`src/rtl/pe_store_writeback.sv`:
```
`default_nettype none
// ============================================================================
// Module   : pe_store_writeback
// Purpose  : Snapshot the four PE result words on one store command and
//            write the PE-enabled ones into data BRAM port B at consecutive
//            addresses, one word per clock, then pulse STORE_DONE.
// Option   : STORE_VERIFY_EN - read every written word back and flag any
//            mismatch on VERIFY_ERR.
// Revision : 1.0 - initial release
// ============================================================================
module pe_store_writeback #(
    parameter int DATA_W = 32,
    parameter int ADDR_W = 32
) (
    input  logic              CLK,
    input  logic              RST,
    input  logic              STORE_START,
    input  logic [ADDR_W-1:0] BASE_ADDR,
    input  logic [3:0]        PE_MASK,
    input  logic [DATA_W-1:0] PE_DOUT_0,
    input  logic [DATA_W-1:0] PE_DOUT_1,
    input  logic [DATA_W-1:0] PE_DOUT_2,
    input  logic [DATA_W-1:0] PE_DOUT_3,
    output logic [ADDR_W-1:0] addrb,
    output logic [DATA_W-1:0] dinb,
    input  logic [DATA_W-1:0] doutb,
    output logic              enb,
    output logic [3:0]        web,
    output logic              STORE_BUSY,
    output logic              STORE_DONE,
    output logic [2:0]        WORDS_WRITTEN,
    output logic              VERIFY_ERR
);

    typedef enum logic [2:0] {
        S_IDLE       = 3'd0,
        S_WRITE      = 3'd1,
        S_DONE       = 3'd2
`ifdef STORE_VERIFY_EN
        ,
        S_VERIFY_RD  = 3'd3,
        S_VERIFY_CMP = 3'd4
`endif
    } state_t;

    // Index of the lowest set bit; 0 for an empty mask (never used then).
    function automatic logic [1:0] lowest_set(input logic [3:0] m);
        logic [1:0] idx;
        idx = 2'd0;
        for (int i = 3; i >= 0; i--) begin
            if (m[i]) idx = 2'(i);
        end
        return idx;
    endfunction

    // Registered state. Every output is driven from a register that is
    // loaded with the value belonging to the state being entered, so the
    // outputs are always aligned with the current state.
    state_t              r_state;
    logic [3:0]          r_pend;      // PEs not yet presented to the BRAM
    logic [2:0]          r_k;         // index of the word currently presented
    logic [ADDR_W-1:0]   r_base;
    logic [DATA_W-1:0]   r_snap [4];
    logic [ADDR_W-1:0]   r_addrb;
    logic [DATA_W-1:0]   r_dinb;
    logic                r_enb;
    logic [3:0]          r_web;
    logic                r_busy;
    logic                r_done;
    logic [2:0]          r_words;

    // Next-state values
    state_t              w_state_n;
    logic [3:0]          w_pend_n;
    logic [2:0]          w_k_n;
    logic [2:0]          w_words_n;
    logic [ADDR_W-1:0]   w_addrb_n;
    logic [DATA_W-1:0]   w_dinb_n;
    logic                w_enb_n;
    logic [3:0]          w_web_n;
    logic                w_cap;
    logic [1:0]          w_first;
    logic [1:0]          w_next;
    logic [DATA_W-1:0]   w_pe_in [4];

`ifdef STORE_VERIFY_EN
    logic [1:0]          r_slot [4];  // PE index stored at BASE+k
    logic                r_verr;
    logic                w_verr_n;
    logic                w_slot_we;
    logic [1:0]          w_slot_pe;
    logic [2:0]          w_km1;
`else
    logic                w_unused_doutb;
    assign w_unused_doutb = ^doutb;
`endif

    assign w_pe_in[0] = PE_DOUT_0;
    assign w_pe_in[1] = PE_DOUT_1;
    assign w_pe_in[2] = PE_DOUT_2;
    assign w_pe_in[3] = PE_DOUT_3;

    assign w_first = lowest_set(PE_MASK);
    assign w_next  = lowest_set(r_pend);

    // Next-state and next-output decode
    always_comb begin
        w_state_n = r_state;
        w_pend_n  = r_pend;
        w_k_n     = r_k;
        w_words_n = r_words;
        w_addrb_n = '0;
        w_dinb_n  = '0;
        w_enb_n   = 1'b0;
        w_web_n   = 4'b0000;
        w_cap     = 1'b0;
`ifdef STORE_VERIFY_EN
        w_verr_n  = r_verr;
        w_slot_we = 1'b0;
        w_slot_pe = 2'd0;
        w_km1     = r_k - 3'd1;
`endif
        case (r_state)
            S_IDLE: begin
                if (STORE_START) begin
                    w_cap     = 1'b1;
                    w_k_n     = 3'd0;
                    w_words_n = 3'd0;
`ifdef STORE_VERIFY_EN
                    w_verr_n  = 1'b0;
`endif
                    if (PE_MASK == 4'b0000) begin
                        w_pend_n  = 4'b0000;
                        w_state_n = S_DONE;
                    end else begin
                        // First word comes straight from the live inputs,
                        // which are being snapshotted on this same edge.
                        w_state_n = S_WRITE;
                        w_enb_n   = 1'b1;
                        w_web_n   = 4'b1111;
                        w_addrb_n = BASE_ADDR;
                        w_dinb_n  = w_pe_in[w_first];
                        w_pend_n  = PE_MASK & ~(4'b0001 << w_first);
`ifdef STORE_VERIFY_EN
                        w_slot_we = 1'b1;
                        w_slot_pe = w_first;
`endif
                    end
                end
            end
            S_WRITE: begin
                // The presented word is committed at the end of this cycle.
                w_words_n = r_words + 3'd1;
                if (r_pend == 4'b0000) begin
`ifdef STORE_VERIFY_EN
                    w_state_n = S_VERIFY_RD;
                    w_k_n     = 3'd0;
                    w_enb_n   = 1'b1;
                    w_addrb_n = r_base;
`else
                    w_state_n = S_DONE;
`endif
                end else begin
                    w_k_n     = r_k + 3'd1;
                    w_enb_n   = 1'b1;
                    w_web_n   = 4'b1111;
                    w_addrb_n = r_base + ADDR_W'(w_k_n);
                    w_dinb_n  = r_snap[w_next];
                    w_pend_n  = r_pend & ~(4'b0001 << w_next);
`ifdef STORE_VERIFY_EN
                    w_slot_we = 1'b1;
                    w_slot_pe = w_next;
`endif
                end
            end
`ifdef STORE_VERIFY_EN
            S_VERIFY_RD: begin
                // doutb now carries the word read in the previous cycle.
                if (r_k != 3'd0 && doutb != r_snap[r_slot[w_km1[1:0]]]) begin
                    w_verr_n = 1'b1;
                end
                if (r_k + 3'd1 == r_words) begin
                    w_state_n = S_VERIFY_CMP;
                end else begin
                    w_k_n     = r_k + 3'd1;
                    w_enb_n   = 1'b1;
                    w_addrb_n = r_base + ADDR_W'(w_k_n);
                end
            end
            S_VERIFY_CMP: begin
                if (doutb != r_snap[r_slot[r_k[1:0]]]) begin
                    w_verr_n = 1'b1;
                end
                w_state_n = S_DONE;
            end
`endif
            S_DONE: begin
                w_state_n = S_IDLE;
            end
            default: begin
                w_state_n = S_IDLE;
            end
        endcase
    end

    // State, snapshot and registered-output update
    always_ff @(posedge CLK) begin
        if (RST) begin
            r_state <= S_IDLE;
            r_pend  <= 4'b0000;
            r_k     <= 3'd0;
            r_base  <= '0;
            for (int i = 0; i < 4; i++) begin
                r_snap[i] <= '0;
            end
            r_addrb <= '0;
            r_dinb  <= '0;
            r_enb   <= 1'b0;
            r_web   <= 4'b0000;
            r_busy  <= 1'b0;
            r_done  <= 1'b0;
            r_words <= 3'd0;
        end else begin
            r_state <= w_state_n;
            r_pend  <= w_pend_n;
            r_k     <= w_k_n;
            r_addrb <= w_addrb_n;
            r_dinb  <= w_dinb_n;
            r_enb   <= w_enb_n;
            r_web   <= w_web_n;
            r_busy  <= (w_state_n != S_IDLE);
            r_done  <= (w_state_n == S_DONE);
            r_words <= w_words_n;
            if (w_cap) begin
                r_base    <= BASE_ADDR;
                r_snap[0] <= PE_DOUT_0;
                r_snap[1] <= PE_DOUT_1;
                r_snap[2] <= PE_DOUT_2;
                r_snap[3] <= PE_DOUT_3;
            end
        end
    end

`ifdef STORE_VERIFY_EN
    // Record which PE landed at each address and track readback errors
    always_ff @(posedge CLK) begin
        if (RST) begin
            r_verr <= 1'b0;
            for (int i = 0; i < 4; i++) begin
                r_slot[i] <= 2'd0;
            end
        end else begin
            r_verr <= w_verr_n;
            if (w_slot_we) begin
                r_slot[w_k_n[1:0]] <= w_slot_pe;
            end
        end
    end

    assign VERIFY_ERR = r_verr;
`else
    assign VERIFY_ERR = 1'b0;
`endif

    assign addrb         = r_addrb;
    assign dinb          = r_dinb;
    assign enb           = r_enb;
    assign web           = r_web;
    assign STORE_BUSY    = r_busy;
    assign STORE_DONE    = r_done;
    assign WORDS_WRITTEN = r_words;

endmodule
`default_nettype wire

```
`config.mk`:
```
export PLATFORM = sky130hd
export DESIGN_NAME = pe_store_writeback
export DESIGN_NICKNAME = d
export VERILOG_FILES = /design/src/rtl/pe_store_writeback.sv
export SDC_FILE = /design/constraint.sdc
export NUM_CORES = 1
export LEC_CHECK = 0
export CORE_MARGIN = 4
export CORE_UTILIZATION = 50
export CTS_CLUSTER_DIAMETER = 150
export DETAILED_ROUTE_END_ITERATION = 12
export PLACE_DENSITY = 0.91
export SKIP_CTS_REPAIR_TIMING = 1
export SLEW_MARGIN = 15
export SYNTH_ARGS = -nofsm -noshare
export SYNTH_HDL_FRONTEND = slang
export SYNTH_SLANG_ARGS = --single-unit
```
`constraint.sdc`:
```
create_clock -name CLK -period 4.8 [get_ports CLK]
set_input_delay 0.48 -clock CLK [delete_from_list [all_inputs] [get_ports CLK]]
set_output_delay 0.48 -clock CLK [all_outputs]
set_load 0.05 [all_outputs]
```
**Run 1: signal wires by layer**

Scale bar: 50 um. Two of the layers only.
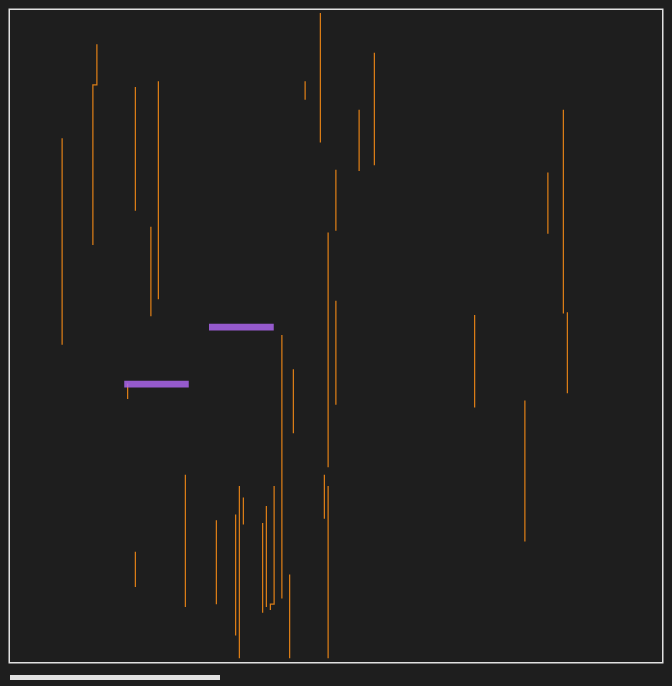
legend:
  metal 5:
    color: purple
    wire_length: 27.6 um
  metal 4:
    color: orange
    wire_length: 868 um

**Run 1: the metal 1 layer**

Scale bar: 50 um. Cells faint in the background.
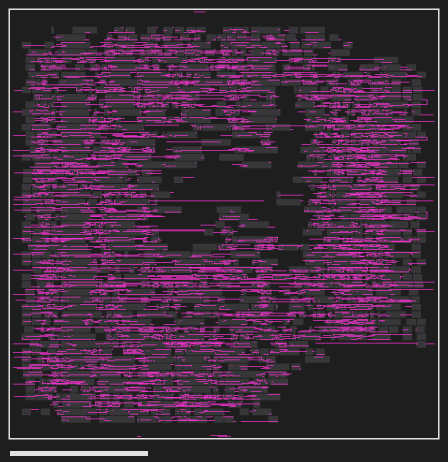
nets with wire on the layer: 1263
main direction: horizontal
global routing usage on met1: 29.9%
Vias: 9146

==> impl_metrics.json, run 1 <==
{
  "grt_pass1_wl_um": 48200,
  "drcViolationCount": 0,
  "cp.depth": 7,
  "cp_top_family": "simple AND/OR/NAND/NOR gates",
  "peakVddDrop_mv": 0.274,
  "layout.nonclk_buf_share_pct": 17.7,
  "finalMaxSlewViolations": 0,
  "cts_tree": "done",
  "rows": 53,
  "path_buffers": 2,
  "synth-area-yosys_sq_mm": 0.0109,
  "drt_pass1_iterations": 6,
  "grt-ovfl-total": 0,
  "clk_latency_ns": 0.53,
  "hold_viol_final": 0,
  "biggestCellCategory": "sequential cells",
  "drive_above_1_share_pct": 7.42,
  "synth-async-reset-ratio_pct": 0,
  "flop_cell": "edfxtp_1",
  "worstPathRequired_ns": 5.24,
  "clk_pin_slew_ns": 0.06,
  "fin_nets": 1439,
  "met3_usage_pct": 6.60,
  "fin_skew_ns": 0.0144,
  "synthTopLogicFamily": "AND-OR/OR-AND gates",
  "reg2reg_depth": 6,
  "max_stage_delay_ns": 0.64,
  "min_path_type": "register to register",
  "crit_path_end": "addrb[7]$_SDFF_PP0_",
  "viasPerCell": 5.98,
  "powerComb_uw": 533,
  "yosys_warnings": 0,
  "placed_area_sq_mm": 0.0134,
  "reg2reg_to": "addrb[7]$_SDFF_PP0_",
  "htree_levels": 1,
  "path_max_fanout": 30,
  "r2r_start": "r_state[2]$_SDFF_PP0_",
  "p_leak_nw": 5.27,
  "boundaryPins": 274,
  "setup_slack_ns": 1.88,
  "fin_tns_setup_ns": 0,
  "rsz0062_at_grt": "no",
  "largest-register": "r_snap",
  "top_cell_area_share_pct": 35.3,
  "end_kind": "register",
  "path_cells": "clkdlybuf4s50_1, or3_1, or2_1, nor2_4, buf_4, nand2_1, o21ai_0",
  "worst-setup-path-type": "primary input to register",
  "wl_met2_um": 15400,
  "top_layer_used": "met5",
  "grt_max_degree": 69,
  "met1_length_um": 11600,
  "die_w_um": 156,
  "grt_pass1_vias": 9170,
  "instances_no_fill": 1529,
  "synth-seq-cells": 240,
  "whs_ns": 0.476,
  "ant_nets": 0,
  "lay_top_count": "clkdlybuf4s50_1",
  "fp_util_pct": 51.3,
  "top_cell": "nand2_1",
  "min_path_cells": 2,
  "ys_sh_adder_pct": 0.759,
  "status": "complete, no violations",
  "cts_root_buf": "clkbuf_16",
  "ys_top_cells_by_count": "nand2_1, and2_1, edfxtp_1",
  "max_freq_mhz": 343,
  "ys_sh_mux_pct": 0,
  "rrSetupSlack_ns": 1.92,
  "compound_area_share_pct": 18.8,
  "synth-xor-area-share_pct": 2.58,
  "largest_reg_flops": 128,
  "seq_area_share_pct": 42.7,
  "p_comb_share_pct": 11.1,
  "switchingPower_mw": 1.16,
  "antenna_found_initial": 2,
  "first_iter_violations": 887,
  "arrival_ns": 3.36,
  "pwr-share-clk_pct": 40.9,
  "p_sw_share_pct": 24.0,
  "lay_top_cells": "clkdlybuf4s50_1, nand2_1, and2_1",
  "area_leaders": "edfxtp_1, dfxtp_1, and2_1",
  "regArea_sq_mm": 0.00609,
  "slew_headroom_pct": 34.5,
  "hold-path-endpoint": "r_k[1]$_SDFFE_PP0P_"
}
**Run 1: wire density map**

The die is cut into 31 by 31 equal tiles; white is low, dark blue is high, scaled to the fullest tile. Values are wire area over tile area, all layers added.
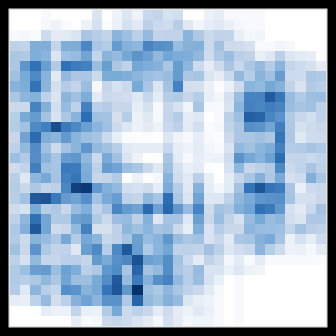
fullest tile: 0.74
mean over tiles: 0.22
densest ninth of the die: west
nearly empty tiles: 11%
tiles over half the peak: 17%
emptiest ninth of the die: south-east
wire length per cell: 20.4 um
overall routing resource usage: 24.8%
WL final: 31200 um

**Run 1: zoomed window**

Scale bar: 5 um. Region (107, 107) to (127, 127) um. Cells in gray, sequential cells in the stronger gray; small squares are vias.
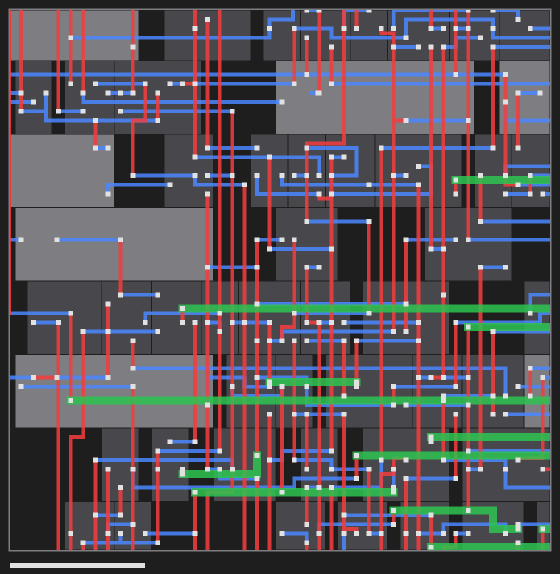
legend:
  metal 3:
    color: green
  metal 1:
    color: blue
  metal 2:
    color: red
most frequent: nand2_1 (10), nand3_1 (6)
cells with their middle in the window: 48
netlist names of flops here include: r_base (5)
sequential cells in the window: 5

==> run 2: changes to the inputs <==
clock period = 3.1 ns   (was 4.8 ns; I/O delays follow)
==> impl_metrics.json, run 2 <==
{
  "status": "complete, no violations",
  "wl_per_cell_um": 20.2,
  "p_sw_share_pct": 22.9,
  "hold-path-endpoint": "r_pend[1]$_SDFFE_PP0P_",
  "htree_levels": 1,
  "grt_pass1_vias": 9268,
  "layout.nonclk_buf_share_pct": 18.4,
  "wirelength_um": 31000,
  "worstPathRequired_ns": 3.48,
  "ys_sh_adder_pct": 0.759,
  "synth-seq-cells": 240,
  "boundaryPins": 274,
  "fin_skew_ns": 0.0215,
  "use_met1_pct": 30.0,
  "worst-setup-path-type": "register to register",
  "yosys_warnings": 0,
  "path_max_fanout": 10,
  "top_cell": "nand2_1",
  "lay_top_count": "clkdlybuf4s50_1",
  "synth-area-yosys_sq_mm": 0.0109,
  "seq_area_share_pct": 42.2,
  "rows": 53,
  "p_leak_nw": 5.35,
  "met1_length_um": 10900,
  "grt_max_degree": 129,
  "pwr-share-clk_pct": 42.1,
  "synthTopLogicFamily": "AND-OR/OR-AND gates",
  "powerComb_uw": 848,
  "flop_cell": "edfxtp_1",
  "cp.depth": 8,
  "slew_headroom_pct": 41.2,
  "clk_latency_ns": 0.53,
  "viasPerCell": 5.98,
  "drt_pass1_iterations": 6,
  "min_path_type": "primary input to register",
  "ant_nets": 0,
  "rsz0062_at_grt": "no",
  "fin_tns_setup_ns": 0,
  "area_leaders": "edfxtp_1, dfxtp_1, and2_1",
  "end_kind": "register",
  "top_cell_area_share_pct": 35.3,
  "clock_buffers": 33,
  "cts_tree": "done",
  "compound_area_share_pct": 18.8,
  "grt_pass1_wl_um": 48400,
  "die_w_um": 156,
  "instances_no_fill": 1531,
  "reg2reg_to": "addrb[19]$_SDFF_PP0_",
  "max_stage_delay_ns": 0.71,
  "regArea_sq_mm": 0.00609,
  "arrival_ns": 2.91,
  "fp_util_pct": 51.3,
  "largest_reg_flops": 128,
  "switchingPower_mw": 1.75,
  "rrSetupSlack_ns": 0.56,
  "first_iter_violations": 750,
  "lay_top_cells": "clkdlybuf4s50_1, nand2_1, and2_1",
  "setup_slack_ns": 0.565,
  "cp_top_family": "AND-OR/OR-AND gates",
  "drcViolationCount": 0,
  "whs_ns": 0.215,
  "max_freq_mhz": 394,
  "vias": 9156,
  "finalMaxSlewViolations": 0,
  "placed_area_sq_mm": 0.0135,
  "fin_nets": 1442,
  "grt_use_total_pct": 25.0,
  "path_buffers": 0,
  "drive_above_1_share_pct": 7.72,
  "biggestCellCategory": "sequential cells",
  "wl_met2_um": 15600
}
**Run 2: signal wires by layer**

Scale bar: 50 um. Two of the layers only.
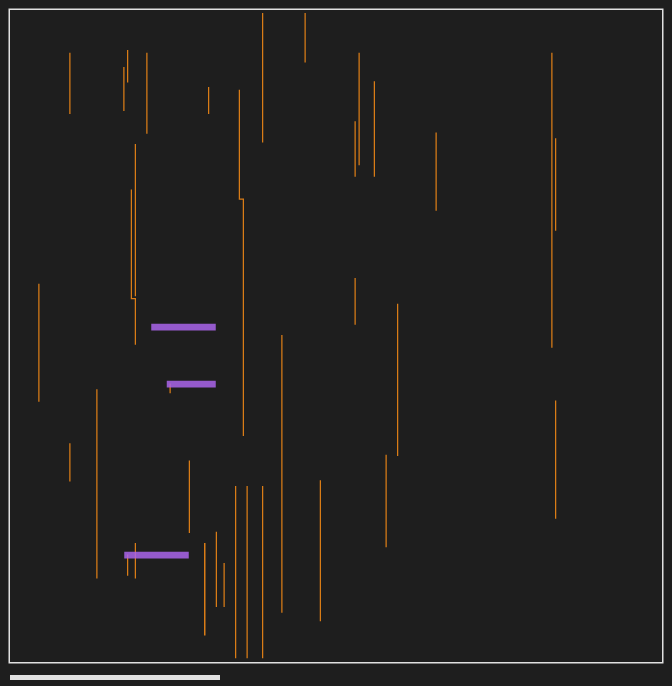
legend:
  metal 4:
    color: orange
    wire_length: 910 um
  metal 5:
    color: purple
    wire_length: 37.7 um

**Run 2: congestion heat map**

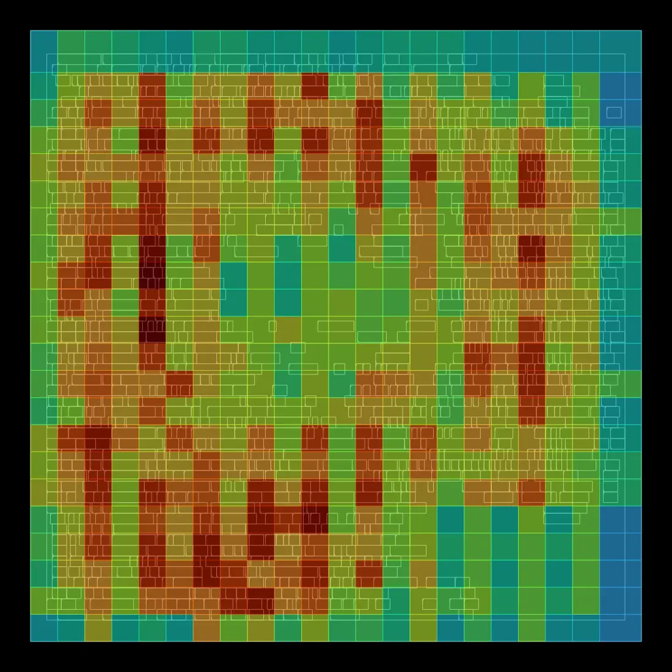
GR Util met2: 43.4%
grt met3 use: 6.52%

**Run 2: zoomed window**

Scale bar: 5 um. Region (107, 107) to (127, 127) um. Cells in gray, sequential cells in the stronger gray; small squares are vias.
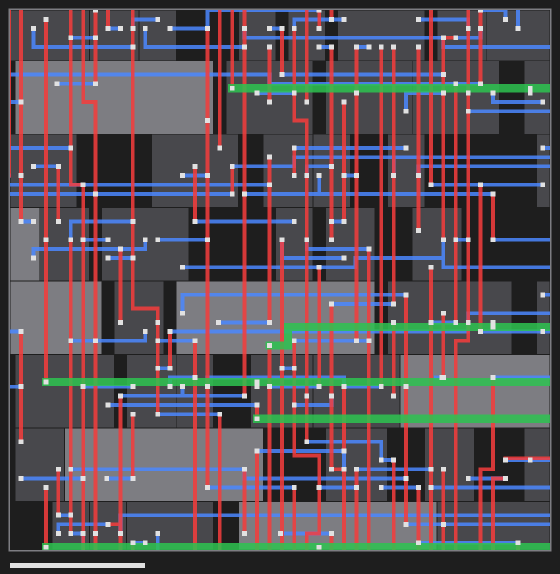
legend:
  metal 1:
    color: blue
  metal 2:
    color: red
  metal 3:
    color: green
most frequent: nand2_1 (9), xor2_1 (5), dfxtp_1 (5)
sequential cells in the window: 5
netlist names of flops here include: r_base (4), addrb (1)
cells with their middle in the window: 41

Power and IR drop assume default switching activity.
